File: config.mk
export PLATFORM = sky130hd
export DESIGN_NAME = pipelined_mul_unit
export DESIGN_NICKNAME = d
export VERILOG_FILES = /design/src/rtl/pipelined_mul_unit.sv
export SDC_FILE = /design/constraint.sdc
export NUM_CORES = 2
export LEC_CHECK = 0
export CORE_MARGIN = 4
export CORE_UTILIZATION = 50
export CTS_CLUSTER_DIAMETER = 80
export DETAILED_ROUTE_END_ITERATION = 8
export PLACE_DENSITY = 0.7
export SYNTH_ARGS = -nofsm -noshare
export SYNTH_HDL_FRONTEND = slang
export SYNTH_SLANG_ARGS = --single-unit
File: constraint.sdc
create_clock -name clk -period 10.6 [get_ports clk]
set_input_delay 2.12 -clock clk [delete_from_list [all_inputs] [get_ports clk]]
set_output_delay 2.12 -clock clk [all_outputs]
set_load 0.005 [all_outputs]
File: src/rtl/pipelined_mul_unit.sv
`default_nettype none
// ============================================================================
//  Module   : pipelined_mul_unit
//  Purpose  : RV32M multiply unit (MUL/MULH/MULHSU/MULHU) for the execute
//             stage. The product is formed combinationally from the inputs and
//             registered into slot S1. It is then carried through STAGES slots
//             in total. The unit has valid/ready flow control, flush, and a
//             destination-register busy mask for hazard detection.
//  Ports    : clk, rst (sync, active-high), flush
//             in_valid/in_ready, in_op, in_src1, in_src2, in_rd, in_tag
//             stall_mul_out (= !in_ready)
//             out_valid/out_ready, out_data, out_rd, out_tag
//             rd_busy[31:0] (bit r set while a live slot targets x_r, r != 0)
//  Revision : 1.0  initial release
// ============================================================================
module pipelined_mul_unit #(
  parameter int XLEN   = 32,
  parameter int STAGES = 5,
  parameter int TAG_W  = 4
) (
  input  logic             clk,
  input  logic             rst,
  input  logic             flush,
  input  logic             in_valid,
  input  logic [1:0]       in_op,
  input  logic [XLEN-1:0]  in_src1,
  input  logic [XLEN-1:0]  in_src2,
  input  logic [4:0]       in_rd,
  input  logic [TAG_W-1:0] in_tag,
  output logic             in_ready,
  output logic             stall_mul_out,
  output logic             out_valid,
  output logic [XLEN-1:0]  out_data,
  output logic [4:0]       out_rd,
  output logic [TAG_W-1:0] out_tag,
  input  logic             out_ready,
  output logic [31:0]      rd_busy
);

  localparam logic [1:0] OP_MUL    = 2'b00;
  localparam logic [1:0] OP_MULH   = 2'b01;
  localparam logic [1:0] OP_MULHSU = 2'b10;
  localparam int         PW        = 2*XLEN + 2;

  // Pipeline slots; index 0 is S1, index STAGES-1 drives the outputs.
  logic             valid_q [STAGES];
  logic [4:0]       rd_q    [STAGES];
  logic [TAG_W-1:0] tag_q   [STAGES];
  logic [XLEN-1:0]  data_q  [STAGES];

  logic             adv;
  logic             accept;
  logic             a_sign;
  logic             b_sign;
  logic [PW-1:0]    a_wide;
  logic [PW-1:0]    b_wide;
  logic [PW-1:0]    prod;
  logic [XLEN-1:0]  s1_data_d;
  logic             unused_prod_hi;

  // The whole pipe moves as a unit. It stalls only when a result sits at the
  // output and writeback is not taking it.
  assign adv           = !out_valid || out_ready;
  assign in_ready      = adv && !flush && !rst;
  assign stall_mul_out = !in_ready;
  assign accept        = in_valid && in_ready;

  // Each operand is extended by one sign-or-zero bit, which gives XLEN+1 bits.
  // It is then sign-extended to the full product width. The low PW bits of
  // the unsigned product of these values equal the signed product of the
  // (XLEN+1)-bit operands, so one multiplier covers all four ops.
  always_comb begin
    a_sign = 1'b0;
    b_sign = 1'b0;
    case (in_op)
      OP_MULH: begin
        a_sign = in_src1[XLEN-1];
        b_sign = in_src2[XLEN-1];
      end
      OP_MULHSU: a_sign = in_src1[XLEN-1];
      default: begin
      end
    endcase
  end

  assign a_wide         = {{(XLEN+1){a_sign}}, a_sign, in_src1};
  assign b_wide         = {{(XLEN+1){b_sign}}, b_sign, in_src2};
  assign prod           = a_wide * b_wide;
  assign s1_data_d      = (in_op == OP_MUL) ? prod[XLEN-1:0] : prod[2*XLEN-1:XLEN];
  assign unused_prod_hi = ^prod[PW-1:2*XLEN];

  // Flush clears only the valid bits. The payload of a dead slot is never
  // observed, so it is left as it is.
  always_ff @(posedge clk) begin
    if (rst) begin
      for (int k = 0; k < STAGES; k++) begin
        valid_q[k] <= 1'b0;
        rd_q[k]    <= '0;
        tag_q[k]   <= '0;
        data_q[k]  <= '0;
      end
    end else if (flush) begin
      for (int k = 0; k < STAGES; k++) begin
        valid_q[k] <= 1'b0;
      end
    end else if (adv) begin
      valid_q[0] <= accept;
      if (accept) begin
        rd_q[0]   <= in_rd;
        tag_q[0]  <= in_tag;
        data_q[0] <= s1_data_d;
      end
      for (int k = 1; k < STAGES; k++) begin
        valid_q[k] <= valid_q[k-1];
        rd_q[k]    <= rd_q[k-1];
        tag_q[k]   <= tag_q[k-1];
        data_q[k]  <= data_q[k-1];
      end
    end
  end

  assign out_valid = valid_q[STAGES-1];
  assign out_data  = data_q[STAGES-1];
  assign out_rd    = rd_q[STAGES-1];
  assign out_tag   = tag_q[STAGES-1];

  // x0 is never a hazard, so bit 0 stays clear even for live rd==0 ops.
  always_comb begin
    rd_busy = '0;
    for (int k = 0; k < STAGES; k++) begin
      if (valid_q[k] && (rd_q[k] != 5'd0)) begin
        rd_busy[rd_q[k]] = 1'b1;
      end
    end
  end

endmodule
`default_nettype wire

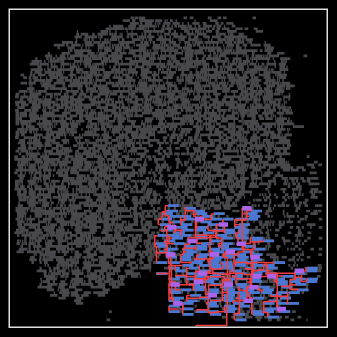
(images/clock_map.png)
(1 px per um)
Key: flip-flops = blue [count 210]; cells driving clock nets = purple [count 22]; clock wires = red [length 2260 um]
There are 23 routed clock nets.
clk_lat worst skew: 510 ps
final worst clock skew: 23.8 ps

==> results.txt <==
Item: results of the latest flow run.

- The run finished with clean final reports.
- In the global route stage, met2 resource usage came out at 44.1%.
- The count of instantiated cells in the yosys netlist is 5007.
- For the worst min-delay path, the startpoint reported by OpenROAD is tag_q[0][10]$_SDFFCE_PN0P_.
- The total of buffers placed on input and output ports is 154.
- Across all hold checks on the routed design, the worst slack comes to 512 ps.
- The fraction of final cell area spent on non-clock buffers in this run is 5.76%.
- Looking at the area split, the leading class of cells is multi-input combinational cells.
- Looking at the setup timing report, the critical path kind is in -> reg.
- The endpoint of the worst hold-timing path is tag_q[0][14]$_SDFFCE_PN0P_.
- The number of failing setup endpoints in the final timing report is 0.
- More flip-flops sit in one register than any other, and that register is data_q.
- For this design, the slowest cell found on the critical path is sky130_fd_sc_hd__fa_1.
- The final-report hold violation count is 0.
- The routing usage on met3 is 3.51%.
- The worst setup path is captured at a flip-flop.
- Of the total synthesized cell area, the portion taken by XOR and XNOR cells is 1.34%.
- The final timing report gives a worst setup slack of 469 ps.
- The registers reported with the highest flop counts are data_q x160, rd_q x25, tag_q x20.
- Detailed placement ended at an HPWL of 105000 um.
- The maximum achievable frequency is 98.7 MHz.
- The minimum clock period after layout is 10130 ps.
- The area share of the leading cell type in the synthesized netlist is 47.3%.
- After layout, the buffer instance count without clock buffers stands at 302.
- Per the cell usage report, the commonest logic cell in the layout is sky130_fd_sc_hd__inv_1.
- The critical path crosses 31 cells after its start point.
- The number of cells traversed by the worst hold path is 1.
- Post-CTS repair ended up resizing 0 cells.
- After synthesis the cells add up to 0.0476 mm^2.
- Sorting the synthesized cells by how often they occur yields sky130_fd_sc_hd__inv_1, sky130_fd_sc_hd__fa_1, sky130_fd_sc_hd__nand2_1.
- The initial antenna violation count is 2.
- STA lists the endpoint of the worst register-to-register path as data_q[0][153]$_SDFFCE_PN0P_.
- The overall global routing resource usage is 25.7%.
- The startpoint identified for the worst register-to-register timing path is valid_q[4]$_SDFFCE_PN0P_.
- The first global-routing pass estimated 202000 um of wire.
- The routed design shows a wire length per standard cell of 19.7 um.
- The clock input transition at the sequential cells of the worst setup and hold paths is 60 ps.
- Looking at the post-CTS report, the setup buffer insertion count equals 0.
- The final layout contains 6446 nets.
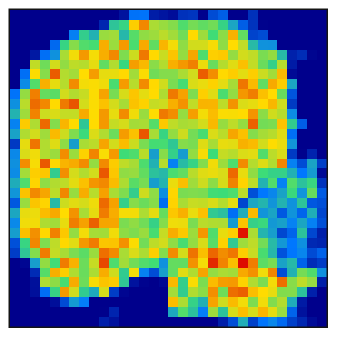
(images/density.png)
(1 px per um) The die is cut into 32 by 32 equal tiles; dark blue is low, red is high, 0 to 100% covered.
22% of the tiles are over 75% full. 16% of the tiles are nearly empty. The fullest tile reaches 99%. The mean over all tiles is 50%. The emptiest ninth of the die: north-east.
final core area utilization: 54.8%
Placeable Area: 0.0939 mm^2

